**src/rtl/d_unit_if.sv**
```systemverilog
// Decode-stage bundle: F->D inputs, forwarded operands, hazard controls, and the
// fetch-steering and D->E register outputs. Clk/Reset stay plain ports on d_unit.
interface d_unit_if #(
    parameter int CNT_W = 32
);
    logic [31:0]      IRD;
    logic [31:0]      PC4D;
    logic [6:2]       ExcCode_D;
    logic             BD_D;
    logic [31:0]      RS_D_OUT;
    logic [31:0]      RT_D_OUT;
    logic             Stall;
    logic             EXC_F;

    logic [31:0]      NPC;
    logic [2:0]       PCsrc;
    logic             Branch;
    logic             PauseF;
    logic             PauseD;
    logic [31:0]      IRE;
    logic [31:0]      PC4E;
    logic [31:0]      LINKE;
    logic [31:0]      RSE;
    logic [31:0]      RTE;
    logic [31:0]      EXTE;
    logic [6:2]       ExcCode_E;
    logic             BD_E;
    logic [CNT_W-1:0] StallCnt;

    modport master (
        output IRD, PC4D, ExcCode_D, BD_D, RS_D_OUT, RT_D_OUT, Stall, EXC_F,
        input  NPC, PCsrc, Branch, PauseF, PauseD,
        input  IRE, PC4E, LINKE, RSE, RTE, EXTE, ExcCode_E, BD_E, StallCnt
    );

    modport slave (
        input  IRD, PC4D, ExcCode_D, BD_D, RS_D_OUT, RT_D_OUT, Stall, EXC_F,
        output NPC, PCsrc, Branch, PauseF, PauseD,
        output IRE, PC4E, LINKE, RSE, RTE, EXTE, ExcCode_E, BD_E, StallCnt
    );
endinterface

```
**src/rtl/d_unit.sv**
```systemverilog
// Decode stage: branch/jump resolution, stall pauses and the D->E pipeline register.
// Optional saturating stall-cycle counter enabled by defining D_STALL_CNT_EN.
module d_unit #(
    parameter logic [4:0] EXC_NONE = 5'b11111,
    parameter int         CNT_W    = 32
) (
    input  logic    Clk,
    input  logic    Reset,
    d_unit_if.slave bus
);
    localparam logic [5:0] OP_SPECIAL = 6'b000000;
    localparam logic [5:0] OP_REGIMM  = 6'b000001;
    localparam logic [5:0] OP_J       = 6'b000010;
    localparam logic [5:0] OP_JAL     = 6'b000011;
    localparam logic [5:0] OP_BEQ     = 6'b000100;
    localparam logic [5:0] OP_BNE     = 6'b000101;
    localparam logic [5:0] OP_BLEZ    = 6'b000110;
    localparam logic [5:0] OP_BGTZ    = 6'b000111;
    localparam logic [5:0] OP_ANDI    = 6'b001100;
    localparam logic [5:0] OP_ORI     = 6'b001101;
    localparam logic [5:0] OP_XORI    = 6'b001110;
    localparam logic [5:0] OP_COP0    = 6'b010000;
    localparam logic [5:0] FN_JR      = 6'b001000;
    localparam logic [5:0] FN_JALR    = 6'b001001;
    localparam logic [5:0] FN_ERET    = 6'b011000;

    logic [5:0]         opcode;
    logic [4:0]         rs_f;
    logic [4:0]         rt_f;
    logic [5:0]         funct;
    logic signed [31:0] rs_s;
    logic [31:0]        imm_sext;
    logic [31:0]        br_target;
    logic [31:0]        j_target;
    logic               is_jr;
    logic               is_jalr;
    logic               is_jal;
    logic               is_eret;
    logic               is_logic_imm;
    logic               pause;

    assign opcode       = bus.IRD[31:26];
    assign rs_f         = bus.IRD[25:21];
    assign rt_f         = bus.IRD[20:16];
    assign funct        = bus.IRD[5:0];
    assign rs_s         = bus.RS_D_OUT;
    assign imm_sext     = {{16{bus.IRD[15]}}, bus.IRD[15:0]};
    assign br_target    = bus.PC4D + {imm_sext[29:0], 2'b00};
    assign j_target     = {bus.PC4D[31:28], bus.IRD[25:0], 2'b00};
    assign is_jr        = (opcode == OP_SPECIAL) && (funct == FN_JR);
    assign is_jalr      = (opcode == OP_SPECIAL) && (funct == FN_JALR);
    assign is_jal       = (opcode == OP_JAL);
    assign is_eret      = (opcode == OP_COP0) && (rs_f == 5'b10000) && (funct == FN_ERET);
    assign is_logic_imm = (opcode == OP_ANDI) || (opcode == OP_ORI) || (opcode == OP_XORI);

    // Flush overrides stall so the PC can be redirected to the handler.
    assign pause      = bus.Stall & ~bus.EXC_F;
    assign bus.PauseF = pause;
    assign bus.PauseD = pause;

    // Branch target is driven on NPC even when not taken; PCsrc alone selects.
    always_comb begin
        bus.NPC    = bus.PC4D;
        bus.PCsrc  = 3'd0;
        bus.Branch = 1'b0;
        case (opcode)
            OP_BEQ: begin
                bus.NPC    = br_target;
                bus.Branch = 1'b1;
                bus.PCsrc  = (bus.RS_D_OUT == bus.RT_D_OUT) ? 3'd1 : 3'd0;
            end
            OP_BNE: begin
                bus.NPC    = br_target;
                bus.Branch = 1'b1;
                bus.PCsrc  = (bus.RS_D_OUT != bus.RT_D_OUT) ? 3'd1 : 3'd0;
            end
            OP_BLEZ: begin
                bus.NPC    = br_target;
                bus.Branch = 1'b1;
                bus.PCsrc  = (rs_s <= 0) ? 3'd1 : 3'd0;
            end
            OP_BGTZ: begin
                bus.NPC    = br_target;
                bus.Branch = 1'b1;
                bus.PCsrc  = (rs_s > 0) ? 3'd1 : 3'd0;
            end
            OP_REGIMM: begin
                if (rt_f == 5'd0 || rt_f == 5'd1) begin
                    bus.NPC    = br_target;
                    bus.Branch = 1'b1;
                    // rt=0 is bltz, rt=1 is bgez: taken when sign bit differs from rt[0].
                    bus.PCsrc  = (rs_s[31] != rt_f[0]) ? 3'd1 : 3'd0;
                end
            end
            OP_J, OP_JAL: begin
                bus.NPC    = j_target;
                bus.Branch = 1'b1;
                bus.PCsrc  = 3'd1;
            end
            OP_SPECIAL: begin
                if (is_jr || is_jalr) begin
                    bus.Branch = 1'b1;
                    bus.PCsrc  = 3'd2;
                end
            end
            OP_COP0: begin
                if (is_eret) begin
                    bus.PCsrc = 3'd3;
                end
            end
            default: ;
        endcase
    end

    logic [31:0] ire_q, ire_d;
    logic [31:0] pc4e_q, pc4e_d;
    logic [31:0] linke_q, linke_d;
    logic [31:0] rse_q, rse_d;
    logic [31:0] rte_q, rte_d;
    logic [31:0] exte_q, exte_d;
    logic [4:0]  exc_e_q, exc_e_d;
    logic        bd_e_q, bd_e_d;

    always_comb begin
        ire_d   = bus.IRD;
        pc4e_d  = bus.PC4D;
        linke_d = (is_jal || is_jalr) ? (bus.PC4D + 32'd4) : 32'd0;
        rse_d   = bus.RS_D_OUT;
        rte_d   = bus.RT_D_OUT;
        exte_d  = is_logic_imm ? {16'd0, bus.IRD[15:0]} : imm_sext;
        exc_e_d = bus.ExcCode_D;
        bd_e_d  = bus.BD_D;
        // Flush and stall both inject the same bubble.
        if (bus.EXC_F || bus.Stall) begin
            ire_d   = '0;
            pc4e_d  = '0;
            linke_d = '0;
            rse_d   = '0;
            rte_d   = '0;
            exte_d  = '0;
            exc_e_d = EXC_NONE;
            bd_e_d  = 1'b0;
        end
    end

    always_ff @(posedge Clk) begin
        if (Reset) begin
            ire_q   <= '0;
            pc4e_q  <= '0;
            linke_q <= '0;
            rse_q   <= '0;
            rte_q   <= '0;
            exte_q  <= '0;
            exc_e_q <= EXC_NONE;
            bd_e_q  <= 1'b0;
        end else begin
            ire_q   <= ire_d;
            pc4e_q  <= pc4e_d;
            linke_q <= linke_d;
            rse_q   <= rse_d;
            rte_q   <= rte_d;
            exte_q  <= exte_d;
            exc_e_q <= exc_e_d;
            bd_e_q  <= bd_e_d;
        end
    end

    assign bus.IRE       = ire_q;
    assign bus.PC4E      = pc4e_q;
    assign bus.LINKE     = linke_q;
    assign bus.RSE       = rse_q;
    assign bus.RTE       = rte_q;
    assign bus.EXTE      = exte_q;
    assign bus.ExcCode_E = exc_e_q;
    assign bus.BD_E      = bd_e_q;

`ifdef D_STALL_CNT_EN
    logic [CNT_W-1:0] cnt_q, cnt_d;

    always_comb begin
        cnt_d = cnt_q;
        if (pause && !(&cnt_q)) begin
            cnt_d = cnt_q + 1'b1;
        end
    end

    always_ff @(posedge Clk) begin
        if (Reset) begin
            cnt_q <= '0;
        end else begin
            cnt_q <= cnt_d;
        end
    end

    assign bus.StallCnt = cnt_q;
`else
    assign bus.StallCnt = '0;
`endif
endmodule
```
**src/flat_wrapper.sv**
```systemverilog
// flat-port wrapper written by rule: the top's interface ports become plain ports
module d_unit_flat 
#(
    parameter logic [4:0] EXC_NONE = 5'b11111,
    parameter int         CNT_W    = 32
)
  (Clk, Reset, bus_IRD, bus_PC4D, bus_ExcCode_D, bus_BD_D, bus_RS_D_OUT, bus_RT_D_OUT, bus_Stall, bus_EXC_F, bus_NPC, bus_PCsrc, bus_Branch, bus_PauseF, bus_PauseD, bus_IRE, bus_PC4E, bus_LINKE, bus_RSE, bus_RTE, bus_EXTE, bus_ExcCode_E, bus_BD_E, bus_StallCnt);
  d_unit_if #(.CNT_W(CNT_W)) bus_i ();
  input  logic Clk;
  input  logic Reset;
  input wire logic [$bits(bus_i.IRD)-1:0] bus_IRD;
  input wire logic [$bits(bus_i.PC4D)-1:0] bus_PC4D;
  input wire logic [$bits(bus_i.ExcCode_D)-1:0] bus_ExcCode_D;
  input wire logic [$bits(bus_i.BD_D)-1:0] bus_BD_D;
  input wire logic [$bits(bus_i.RS_D_OUT)-1:0] bus_RS_D_OUT;
  input wire logic [$bits(bus_i.RT_D_OUT)-1:0] bus_RT_D_OUT;
  input wire logic [$bits(bus_i.Stall)-1:0] bus_Stall;
  input wire logic [$bits(bus_i.EXC_F)-1:0] bus_EXC_F;
  output wire logic [$bits(bus_i.NPC)-1:0] bus_NPC;
  output wire logic [$bits(bus_i.PCsrc)-1:0] bus_PCsrc;
  output wire logic [$bits(bus_i.Branch)-1:0] bus_Branch;
  output wire logic [$bits(bus_i.PauseF)-1:0] bus_PauseF;
  output wire logic [$bits(bus_i.PauseD)-1:0] bus_PauseD;
  output wire logic [$bits(bus_i.IRE)-1:0] bus_IRE;
  output wire logic [$bits(bus_i.PC4E)-1:0] bus_PC4E;
  output wire logic [$bits(bus_i.LINKE)-1:0] bus_LINKE;
  output wire logic [$bits(bus_i.RSE)-1:0] bus_RSE;
  output wire logic [$bits(bus_i.RTE)-1:0] bus_RTE;
  output wire logic [$bits(bus_i.EXTE)-1:0] bus_EXTE;
  output wire logic [$bits(bus_i.ExcCode_E)-1:0] bus_ExcCode_E;
  output wire logic [$bits(bus_i.BD_E)-1:0] bus_BD_E;
  output wire logic [$bits(bus_i.StallCnt)-1:0] bus_StallCnt;
  assign bus_i.IRD = bus_IRD;
  assign bus_i.PC4D = bus_PC4D;
  assign bus_i.ExcCode_D = bus_ExcCode_D;
  assign bus_i.BD_D = bus_BD_D;
  assign bus_i.RS_D_OUT = bus_RS_D_OUT;
  assign bus_i.RT_D_OUT = bus_RT_D_OUT;
  assign bus_i.Stall = bus_Stall;
  assign bus_i.EXC_F = bus_EXC_F;
  assign bus_NPC = bus_i.NPC;
  assign bus_PCsrc = bus_i.PCsrc;
  assign bus_Branch = bus_i.Branch;
  assign bus_PauseF = bus_i.PauseF;
  assign bus_PauseD = bus_i.PauseD;
  assign bus_IRE = bus_i.IRE;
  assign bus_PC4E = bus_i.PC4E;
  assign bus_LINKE = bus_i.LINKE;
  assign bus_RSE = bus_i.RSE;
  assign bus_RTE = bus_i.RTE;
  assign bus_EXTE = bus_i.EXTE;
  assign bus_ExcCode_E = bus_i.ExcCode_E;
  assign bus_BD_E = bus_i.BD_E;
  assign bus_StallCnt = bus_i.StallCnt;
  d_unit #(.EXC_NONE(EXC_NONE), .CNT_W(CNT_W)) u_core (.Clk(Clk), .Reset(Reset), .bus(bus_i));
endmodule
```
**config.mk**
```make
export PLATFORM = sky130hd
export DESIGN_NAME = d_unit_flat
export DESIGN_NICKNAME = d
export VERILOG_FILES = /design/src/rtl/d_unit_if.sv /design/src/rtl/d_unit.sv /design/src/flat_wrapper.sv
export SDC_FILE = /design/constraint.sdc
export NUM_CORES = 1
export LEC_CHECK = 0
export CELL_PAD_IN_SITES_DETAIL_PLACEMENT = 1
export CELL_PAD_IN_SITES_GLOBAL_PLACEMENT = 1
export CORE_MARGIN = 2
export CORE_UTILIZATION = 31
export CTS_CLUSTER_SIZE = 10
export DETAILED_ROUTE_END_ITERATION = 10
export GPL_TIMING_DRIVEN = 0
export HOLD_SLACK_MARGIN = 0.1
export PLACE_DENSITY = 0.95
export SYNTH_ARGS = -nofsm -noshare
export SYNTH_HDL_FRONTEND = slang
export SYNTH_SLANG_ARGS = --single-unit
```
**constraint.sdc**
```tcl
create_clock -name Clk -period 7.5 [get_ports Clk]
set_input_delay 0.75 -clock Clk [delete_from_list [all_inputs] [get_ports Clk]]
set_output_delay 0.75 -clock Clk [all_outputs]
set_load 0.02 [all_outputs]
```
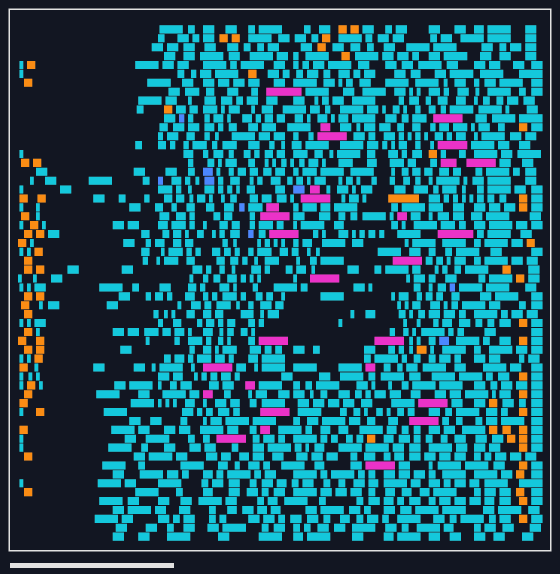
Run 1: sizing map
Bar = 50 um.
x1 and smaller: shown in cyan, cells 1215, share 92%. x2: shown in blue, cells 9, share 0.68%. x6 and larger: shown in magenta, cells 28, share 2.1%. x3 and x4: shown in orange, cells 69, share 5.2%.

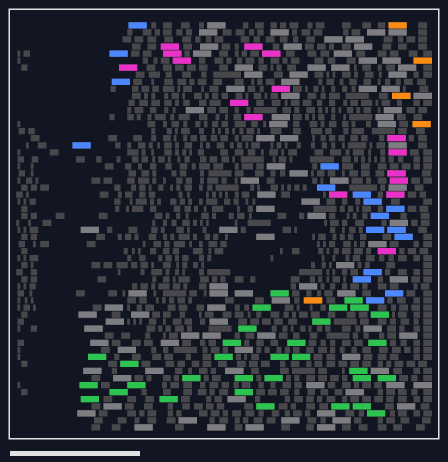
Run 1: sequential cells grouped by signal name
Bar = 50 um.
u_core.bus.IRE: shown in blue, placed flops 17. u_core.bus.ExcCode_E: shown in orange, placed flops 5. u_core.bus.RSE: shown in green, placed flops 32. u_core.bus.EXTE: shown in magenta, placed flops 16.
Another 97 sequential cells are not coloured.
share of the final layout cell area in sequential cells: 25.9%
area of all sequential standard cells: 0.00334 mm2

==> design notes, run 1 <==
The run finished with clean final reports. The clock transition time at the flip-flop clock pins of the worst setup and hold paths is 0.07 ns. Row generation in the floorplan step produced 58 rows. Timing startpoint of the critical path: bus_IRD[15]. The die covers 0.0272 mm2. Sorting the Yosys area breakdown by cell type puts at the top dfxtp_1. Of the post-synthesis cell area, the part taken by muxes is 0.249%. The layout buffering overhead excluding clock cells is 33.8%, and the met2 global-route usage is 48.0%. In the per-layer summary, the met1 wirelength comes to 14600 um. Routing resource usage on met3 recorded by global route was 7.18%.

The clock network contribution to total cell area is 4.62%. The placement summary gives the final routability congestion estimate as 0.938. Synthesis produced 887 cells.

For the total congestion overflow, the log shows 0. The largest family of logic cells by area was simple AND/OR/NAND/NOR gates. The signal arrival time at the worst endpoint is 4.69 ns, and the maximum cell stage delay along the critical path is 0.86 ns.

Cell chosen for the clock root: clkbuf_16. The transition at the pin with the smallest max-transition slack came out at 1.36 ns. After detailed routing, the total wire length is 38800 um.

For reference, the top cells by count after synthesis are 167 x dfxtp_1, 133 x and2_1, 68 x xor2_1. According to the cell report, the number of logic gates is 638. In the floorplan report the effective utilization is 31.7%.

The biggest slice of the area belongs to non-clock buffers. Per the post-synthesis stats, the area per cell is 9.06 um2. In this run the biggest area consumer among cell types represents 41.6% of the synthesized area.

The async set-reset flop share out of synthesis was 0%. The synthesized netlist devotes 13.6% of its cell area to compound gates. The worst path in the final design needs a cycle of 5.44 ns, including I/O delays and setup. The die is 165 um wide. Leaving out the clock tree, the finished layout contains a buffer count of 475. The tools report the data required time at the worst endpoint as 6.75 ns.

With the signed area change from the synthesized netlist to the final layout at 60.3%, the number of flops mapped to enable cells by yosys is 0. 406 I/O pins were placed. Per STA, the worst path accumulates the most delay in the family buffers and inverters. Per the TritonCTS log, the buffer count is 17. The first global-routing pass estimated 55500 um of wire.

The hold path startpoint is bus_IRD[28]. With the number of buffers added on ports at 371, the diode insertion count for antenna repair is 1. For this design the static power due to leakage is 5.15 nW. The adder-cell share of the synthesized area works out to 4.92%. The final hold violation count recorded for this run is 0.

The routed design shows a wire length per standard cell of 23.5 um. The fraction of final layout cells sized beyond drive strength 1 works out to 8.02%. The report lists the power per cell area as 183 mW/mm2. The total area inside the core boundary comes to 0.0253 mm2.

The most frequently used library cell after synthesis is dfxtp_1. In this run the maximum-capacitance check reported violations numbering 0. The maximum clock path buffer count is 2.

TritonCTS built the clock tree. The run gives 55 as the count of distinct cell types in the synthesized netlist. The synthesis report lists the Yosys warning total as 0. The run gives 330 for the tap cell count. The final report lists a non-filler cell total of 1652. For the multi-input combinational cell area, the log shows 0.00414 mm2.

The first-pass detailed-route iteration total is 5, and the basic-gate share of the synthesized area counting and, or, nand and nor cells is 22.0%. With the parity-gate share of the synthesized area counting xor and xnor cells at 9.15%, the post-CTS setup repair buffer count is 0. In this run the vertical extent of the chip is 165 um. In this run, synthesis produced a sequential element count of 167. The via count of the first global-routing pass came out at 8943. Total global-route track usage over all layers is 27.7%. For reference, the critical path cell chain is clkdlybuf4s50_1 > ha_1 > buf_2 > nand2_1 > or3_1 > a211oi_1 > nor3_1 > or3_1 > a22oi_1 > clkdlybuf4s50_1.

The main area contributors are dfxtp_1 42%, and2_1 10%, xor2_1 7.4%, buf_4 6.1%, ha_1 4.7%. The worst setup path is launched from an input pin. Setup repair after global routing left no endpoint under its margin. The final layout contains 1478 nets.

The detailed placer reported the number of placed instances as 1620. The tools report the met1 global-route usage as 30.6%. The script logs the ratio of routed vias to standard cells as 5.13.

The library cells used most frequently in the layout, excluding fill and tap cells, are 371 x clkdlybuf4s50_1, 167 x dfxtp_1, 133 x and2_1. Summing every instance area after synthesis gives 0.00804 mm2. Across the VDD grid, the largest voltage drop is 161 uV. After detailed routing, the number of remaining DRC violations is 0.

Once the clock tree was built, the resizer swapped 0 gates to a different size. Timing would allow up to 184 MHz. The detailed-routed wire length on met2 was 19100 um.

Entering global routing, the biggest net connects 19 pins. The buffers plus inverters on the worst setup path was 3; the total setup violations reported at the end of the flow was 0. In the finished design, the share of the clock period the worst path needs comes to 72.5%. STA classifies the critical path endpoint as a primary output. According to the dpl log, the detail-placed design has an HPWL of 30600 um.

The first routing iteration left 443 violations. The number of max-slew violations in the final report was 0. Across all hold checks on the routed design, the worst slack comes to 0.764 ns.

In the final layout, excluding clock inverters the inverter count is 10. The synth_stat.txt file lists the number of cells as 887. The fill cell total of the finished layout was 2830.
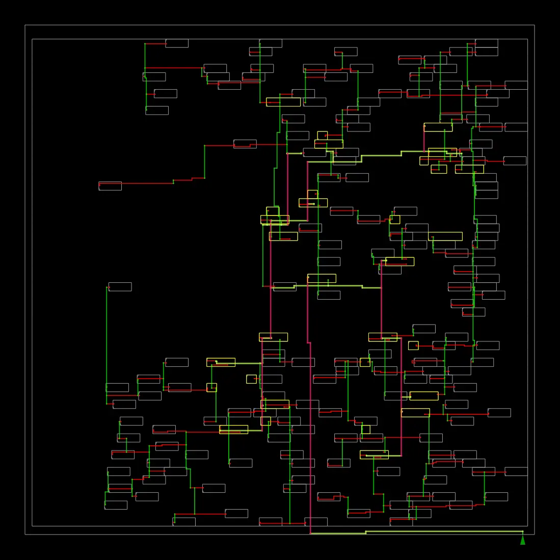
Run 1: the clock network
tally of clock buffers in the finished layout: 18
clock net sink count: 167
power in the clock group: 921 uW
flop count: 167

## run 1: through the flow
| step | power (mW) | instance area, um2 | setup WS [ns] |
|---|---|---|---|
| global route | 2.44 | 12900 | 1.86 |
| floorplan | 1.19 | 8160 | 3.82 |
| finish | 2.36 | 12900 | 2.06 |
| CTS | 2.36 | 12900 | 2.05 |
| global placement | 1.43 | 12300 | 2.15 |
| detailed placement | 1.45 | 12300 | 2.12 |
## run 1: power breakdown
part	internal, mW	switching, mW	total (mW)	leakage (nW)
Combinational	0.237	0.292	0.528	3.51
Clock	0.508	0.412	0.921	0.287
Sequential	0.906	0.00716	0.913	1.36
Total	1.65	0.711	2.36	5.15
## run 1: path summary, 6_finish.rpt
| kind | to |
|---|---|
| min | u_core.bus.IRE[28] |
| max | bus_NPC[29] |
==> inputs of run 2 (changes only) <==
CORE_UTILIZATION = 29   (was 31)
PLACE_DENSITY = 0.92   (was 0.95)
clock period = 5.1 ns   (was 7.5 ns; I/O delays follow)
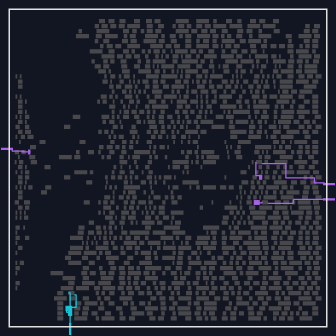
Run 2: port wiring
bus_Stall: shown in cyan, bits 1, direction input, edge bottom, end cells 2, wire 34.9 um. bus_PCsrc: shown in purple, bits 3, direction output, edge 2 right, 1 left, end cells 3, wire 104 um.

==> run 2 against run 1 <==
  * Final cell count is 2.7% higher
  * Largest power group unchanged
  * Critical path type unchanged
  * Setup slack got worse by 1.6 ns
  * Critical path depth stayed put
  * Critical endpoint is now bus_NPC[15]
==> design notes, run 2 <==
Summed over all layers, the global routing overflow is 0. The tools report the met3 wire length as 2440 um. The overall die size recorded for this design is 0.0291 mm2.

Setup slack after placement: 0.195 ns. Counting every instance in the synthesized netlist gives 887. After synthesis the netlist holds a flip-flop and latch count of 167. The tools report the number of max-slew violations in the final report as 0.

The number of vias per cell after detailed routing is 4.88, and the DRC violation count after routing is 0. The library cell used most frequently in the layout, excluding fill and tap cells, is clkdlybuf4s50_1. Routed metal-1 wirelength: 15300 um. Per the post-synthesis stats, the area per cell is 9.06 um2.

With the placeable core region at 0.0271 mm2, the worst slew margin relative to its limit is 27.2%. Level count of the clock H-tree: 4. The number of cells in the yosys synthesis report is 887. The run gives 26 for the number of warning messages in the logs. With the detailed-route via count at 8283, the placed wire-length estimate is 30200 um.

The flow ran to the end, and the final reports show no timing, DRC or antenna violations. Routing resource usage on met2 recorded by global route was 44.5%. Global routing used 25.6% of the available tracks across all layers. The tools report the kind of start point of the critical path as an input pin.

The final layout contains 1478 nets. Gates resized during post-CTS repair numbered 0. TritonCTS built the clock tree. The tools report the signal arrival time at the worst endpoint as 4.17 ns. Row generation in the floorplan step produced 60 rows. Sorting the synthesis cell report by count puts at the top dfxtp_1. On met1, the global router reports a usage of 30.2%.

For the post-CTS setup repair buffer count, the log shows 0. The fmax came out at 214 MHz. The synthesized design spends more area on one cell type than any other, namely dfxtp_1.

The number of flops mapped to enable cells by yosys came out at 0. During synthesis, Yosys emitted a total of 0 warnings. The type recorded for the worst min-delay path is input pin to flip-flop.

The report lists the power per cell area as 270 mW/mm2. In this run the static leakage power is 5.17 nW. The run gives 2 as the initial antenna violation count.

The root buffer cell chosen for the clock tree is clkbuf_16. By count the netlist is led by 167 x dfxtp_1, 133 x and2_1, 68 x xor2_1. After layout, the worst path uses 91.8% of the clock period. For the worst hold-check slack, the log shows 0.498 ns. The number of hold violations in the final report was 0. The worst setup path is of the input pin to primary output kind. In the floorplan report the effective utilization is 29.7%.

With the number of top-level pins at 406, the count of hold-fix buffers inserted at cts is 0. The CTS report gives the tree buffer count as 17. The timing report shows the most common cell along the critical path to be clkdlybuf4s50_1. The first-pass detailed-route iteration total is 6, and the parity-gate share of the synthesized area counting xor and xnor cells is 9.15%. In this run the top signal layer used is met4. In the post-route report, total wirelength is listed as 38000 um. The synthesized netlist devotes 22.0% of its cell area to simple gates. After synthesis, the largest family of logic cells by area is simple AND/OR/NAND/NOR gates. The share of synthesized area in the top cell type comes to 41.6%.

Busiest layer in global routing: met2. The via count of the first global-routing pass came out at 8706. Ranking logic cells in the layout by count gives the top entries 370 x clkdlybuf4s50_1, 167 x dfxtp_1, 133 x and2_1. Broken down by cell family, the worst path's largest delay share belongs to AND-OR/OR-AND gates. In the synthesized netlist the async set-or-reset flop fraction comes to 0%. The worst-path maximum fanout is 6, and the peak ir drop on the vdd network is 253 uV. For the antenna violation net count after detailed routing, the log shows 0. Looking at the cell usage after synthesis, the top flip-flop cell is dfxtp_1. The routed design uses 18900 um of met2 wire. The OpenROAD report gives the critical path a required time of 4.59 ns.

Yosys mapped the design onto 55 distinct sky130hd cell types. The maximum cell stage delay along the critical path was 0.67 ns. STA classifies the critical path endpoint as a primary output. The post-route netlist has 8.17% of its cells at a drive strength greater than 1.

The slowest cell on the critical path is clkdlybuf4s50_1. Input and output buffers added on the ports amount to 371. The area recorded from the Yosys report for this design is 0.00804 mm2. Cells fill 47.8% of the core in the end. The placement stage leaves a total instance area of 0.0123 mm2. Initial detailed-routing violation count: 497.

Before any placement, the netlist area is recorded as 0.00804 mm2. The timing report gives the clock slew at the launch and capture registers of the worst setup and hold paths as 0.07 ns. Summing all multiplexer cells gives an area fraction of 0.249%. The compound-gate portion of the synthesized area works out to 13.6%. TritonCTS reports the number of clock sinks as 167. According to the floorplan report, the die height is 171 um. For this run, global-route usage on met3 was measured as 5.71%.

The cell-mix breakdown from Yosys lists the adder-cell area share as 4.92%. Maximum clock path buffer count: 2. Per the OpenROAD floorplan log, the width of the die is 171 um.

The main area contributors are dfxtp_1 42%, and2_1 10%, xor2_1 7.4%, buf_4 6.1%, ha_1 4.7%. The final layout reports a setup TNS of 0 ns. The tools report the count of placed standard cells in the final layout, fillers left out as 1696. In the Yosys report, the sequential cells make up 41.6% of the chip area.

Setup repair after global routing left no endpoint under its margin. After detailed routing, the average wire length per cell comes to 22.4 um. Final weighted congestion in routability-driven placement: 0.881. The cell sequence reported for the critical path is clkdlybuf4s50_1 > ha_1 > a211oi_1 > nor2_1 > o311ai_1 > a21oi_1 > o41ai_1 > xor2_1 > o21ai_1 > clkdlybuf4s50_1. Counting tap cells, the placed design contains a total of 1662 instances. Transition at the pin with the smallest max-transition slack: 1.08 ns. Entering global routing, the biggest net connects 19 pins.

The run reported a max-capacitance violation count of 0. From the final report, the count of setup violators was given as 0. The buffers plus inverters on the worst setup path was 2; the clock period minus final worst setup slack was 4.68 ns. The first global-routing pass estimated 54700 um of wire. The design draws 3.50 mW.
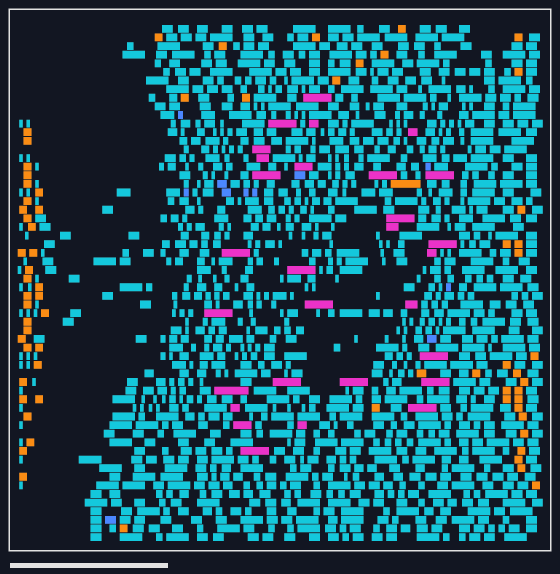
Run 2: sizing map
Bar = 50 um.
x3 and x4: shown in orange, cells 68, share 5.1%. x6 and larger: shown in magenta, cells 29, share 2.2%. x2: shown in blue, cells 11, share 0.83%. x1 and smaller: shown in cyan, cells 1214, share 92%.
number of non-clock buffers: 475
synthesis-to-finish area growth: 61.1%
cell area after layout: 0.0130 mm2
fin worst setup slack: 0.421 ns

## run 2: area by class of cell
class / count / area, um2
clock buffer: 17 / 425
fill: 3057 / 14100
multi-input combinational: 638 / 4140
clock inverter: 15 / 178
tap: 372 / 465
timing repair buffer: 371 / 3720
inverter: 10 / 37.5
sequential: 167 / 3340
buffer: 104 / 641
antenna: 2 / 5.00
## run 2: worst paths after layout
kind / startpoint / endpoint / slack [ns] / cells after the start
worst max-delay path: bus_IRD[4] / bus_NPC[15] / 0.42 / 10
worst min-delay path: bus_IRD[28] / u_core.bus.IRE[28] / 0.50 / 2
## run 2: report_power, final
group,internal [mW],switching (mW)
clock,0.704,0.678
sequential,1.33,0.0101
combinational,0.348,0.424
total,2.38,1.11
==> inputs of run 3 (changes only) <==
CTS_CLUSTER_SIZE = 14   (was 10)
RECOVER_POWER = 50   (was unset)
SETUP_SLACK_MARGIN = 0.02   (was unset)
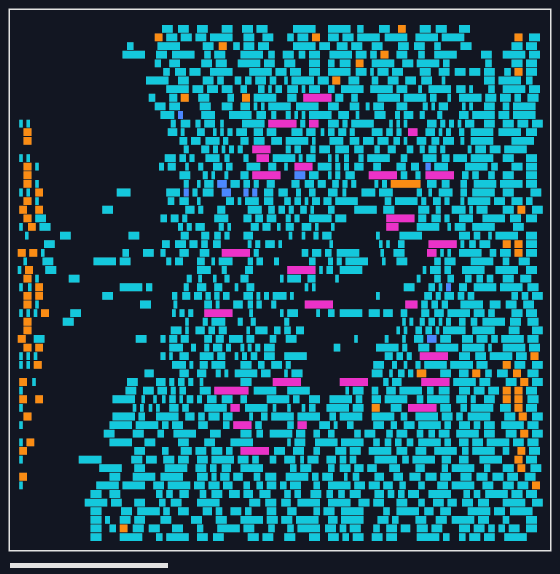
Run 3: sizing map
Bar = 50 um.
x6 and larger: shown in magenta, cells 29, share 2.2%. x3 and x4: shown in orange, cells 68, share 5.1%. x2: shown in blue, cells 10, share 0.76%. x1 and smaller: shown in cyan, cells 1215, share 92%.

==> run 3 against run 2 <==
  * The flow now finishes with violations (max-capacitance violations, max-slew violations)
  * Core utilization hardly changed
  * Clock-buffer cell count stayed put
  * Critical path depth stayed put
  * Largest cell class unchanged
  * Hold slack hardly changed
  * Die size stayed put
  * Area after synthesis stayed put
  * Final cell count stayed put
  * Fmax is 0.19% lower
  * Sequential share of layout area hardly changed
  * First-iteration DRC count is 3.2% lower
  * Via count is 0.37% higher
==> design notes, run 3 <==
The run finished, with violations left. The checks that failed: max-capacitance violations, max-slew violations. Per the post-synthesis report, the number of cells in the design is 887.

The level count of the clock H-tree was 4; the total number of nets in the final design was 1478. The finished layout holds 1696 standard cells, fillers aside. For the setup TNS, the log shows 0 ns. The first-pass detailed-route iteration total is 5. In this run, CTS created clock tree buffers numbering 17.

The yosys stat chip area is 0.00804 mm2. Portion of the clock cycle consumed by the worst path in the final layout: 91.9%. The top cell type by total area after synthesis was dfxtp_1. Leakage power: 5.72 nW.

The kind of cell with the highest combined delay on the critical path is AND-OR/OR-AND gates. Floorplan-stage core utilization: 29.7%. Per the synth log, the flip-flop and latch total comes to 167.

The tools report the design internal power as 2.37 mW. The buffers plus inverters on the worst setup path came out at 2. Per the CTS log, the root buffer master is clkbuf_16. Logged for this run, the post-placement worst setup slack is 0.195 ns. met1 track demand over resource after global routing is 30.2%. The detailed-route via count was 8314; the area share of the leading cell type in the synthesized netlist was 41.6%. After detailed placement, the design holds a cell count of 1662. Once routing completed, OpenROAD measured the worst setup slack at 0.412 ns. Combinational cells consume a total of 760 uW.

In the layout the commonest cells are 187 x clkdlybuf4s50_1, 183 x dlygate4sd3_1, 167 x dfxtp_1. In the CTS report, the clock slew at the register clock pins of the worst setup and hold paths is listed as 0.07 ns. According to the floorplan report, the die height is 171 um.

The top routing layer in use is met4. The maximum clock path buffer count is 2, and the worst slew margin relative to its limit is -14.9%. The logs give 8706 for the via count of the first global-routing pass and 44.5% for the met2 global-route usage. For the total standard cell area after synthesis, the log shows 0.00804 mm2. Of all nets on the critical path, the largest fanout is 6. Post-synth the commonest register cell is dfxtp_1. Cells with a size suffix above 1 make up 8.09% of the layout. The run gives 0 as the total setup violations reported at the end of the flow. The most critical hold endpoint after final layout shows a slack of 0.497 ns.

For the fmax, the log shows 213 MHz. Looking at the max-slew report, the worst-margin pin has a slew of 1.71 ns. The post-synthesis sequential area ratio was 41.6%.

The tools report the data required time at the worst endpoint as 4.59 ns. The critical path is of the input pin to primary output type. Counting flops with a built-in enable in the synthesized netlist gives 0. The run gives 54700 um as the global-route wire length before repair.

Post-detailed-routing wire length: 38000 um. The number of vias per cell after detailed routing is 4.90, and the signed area change from the synthesized netlist to the final layout is 61.1%. For the clock group, total power comes out at 1.38 mW. In the final routing, the length of wire on met1 measures 15200 um. The tools report the combined global-route utilization of all metal layers as 25.6%. Routing resource usage on met3 recorded by global route was 5.71%.

Setup repair after global routing left no endpoint under its margin. Leading power group: clock. The placeable core region came out at 0.0271 mm2. With the post-placement cell area at 0.0123 mm2, the clock network fraction of design power is 39.7%.

The wire length per cell was 22.4 um; the number of max-slew violations in the final report was 9. In this run the core area contains 60 standard-cell rows. TritonCTS built the clock tree. The Yosys warning count is 0. The tools report the count of maximum capacitance violations as 1. Yosys reports that the most numerous cell types are 167 x dfxtp_1, 133 x and2_1, 68 x xor2_1. The maximum cell stage delay along the critical path was 0.68 ns; the largest net degree at the start of global routing was 19.

In this run, the synthesized area fraction spent on and/or/nand/nor cells is recorded as 22.0%. The busiest layer in global routing was met2. The signal arrival time at the worst endpoint is 4.18 ns.

Summing the areas of all xor and xnor instances in the mapped netlist gives 9.15% of the synthesized area. The met3 wire length is 2490 um. The total power divided by cell area was 269 mW/mm2. The most common cell in the synthesized netlist is dfxtp_1. Yosys attributes the largest share of cell area to dfxtp_1 42%, and2_1 10%, xor2_1 7.4%, buf_4 6.1%, ha_1 4.7%. The worst setup path is captured at a primary output. By area, the combinational part of the netlist is dominated by simple AND/OR/NAND/NOR gates. The flow reports that sequential cells draw 38.5% of the design power. Area fraction in mux cells: 0.249%.

The tree built by TritonCTS fans out to 167 sinks. The number of cells on the critical path works out to 10. The tools report the post-CTS setup repair buffer count as 0. The number of warning messages in the logs is 26, and the synthesized area per cell is 9.06 um2. The final standard cell area without fillers came out at 0.0129 mm2. Overall power consumption after layout is estimated at 3.48 mW. The tools report the net switching power figure as 1.11 mW. The total overflow left after global routing is 0.

Nets still carrying antenna violations after routing amount to 0. The final timing report derives a shortest allowable period of 4.69 ns. The logs give 0 for the count of hold-fix buffers inserted at cts and 255 uV for the peak ir drop on the vdd network.

Yosys reported that registers with async set or reset make up 0%. The run gives 55 as the count of distinct cell types in the synthesized netlist. The cell sequence reported for the critical path is clkdlybuf4s50_1 > ha_1 > a211oi_1 > nor2_1 > o311ai_1 > a211oi_1 > nor3_1 > xor2_1 > o21ai_0 > clkdlybuf4s50_1. The critical path endpoint is bus_NPC[21]. After detailed routing, the met2 layer carries 18900 um of wire. The first routing iteration left 481 violations. The run gives 2 as the initial antenna violation count.

According to the I/O placement log, the pin count is 406. The compound-gate portion of the synthesized area is 13.6%, and the final weighted congestion in routability-driven placement is 0.881. The switching portion of total power comes to 31.9%. Power in sequential cells: 1.34 mW. The die span in x works out to 171 um. The kind of start point of the critical path was an input pin. The slowest stage of the critical path is the clkdlybuf4s50_1 cell.

After clock tree synthesis, the repair step resized 0 gates. The number of cells in the yosys synthesis report was 887; the number of hold violations in the final report was 0. The tools report the combinational share of power as 21.8%. The buffer_ports step reported a buffer count of 371. After floorplanning, the die was sized to cover 0.0291 mm2.

The DRC violation total left in the routed layout is recorded as 0. The most used logic cell in the final layout is clkdlybuf4s50_1. Class of the tightest hold or removal check: input pin to flip-flop.
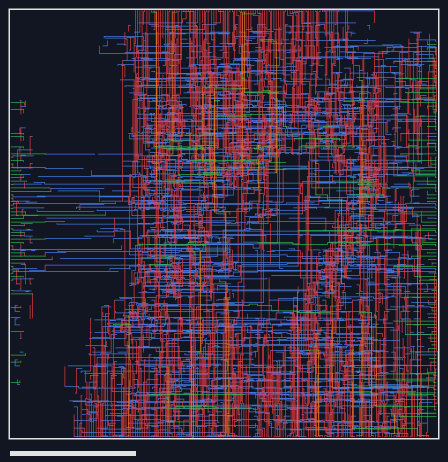
Run 3: routed metal, one colour a layer
Bar = 50 um.
M2: shown in red, wire length 18900 um. M3: shown in green, wire length 2490 um. M4: shown in orange, wire length 1300 um. M1: shown in blue, wire length 15200 um.

==> run 3: layout make-up <==
class                           count  area, um2
Clock buffer                       17        425
Timing Repair Buffer              371       3720
Antenna cell                        2       5.00
Clock inverter                     15        178
Inverter                           10       37.5
Buffer                            104        641
Multi-Input combinational cell    638       4140
Sequential cell                   167       3340
Tap cell                          372        465
Fill cell                        3058      14200
==> run 3: how the worst min path moves through the flow <==
stage | from | end | cells after the start
2_1_floorplan | bus_PC4D[2] | u_core.bus.LINKE[2] | 1
4_1_cts | bus_IRD[28] | u_core.bus.IRE[28] | 2
3_5_place_dp | bus_IRD[28] | u_core.bus.IRE[28] | 2
3_3_place_gp | bus_IRD[28] | u_core.bus.IRE[28] | 2
6_report | bus_IRD[28] | u_core.bus.IRE[28] | 2
5_1_grt | bus_IRD[28] | u_core.bus.IRE[28] | 2
Power and IR drop assume default switching activity.
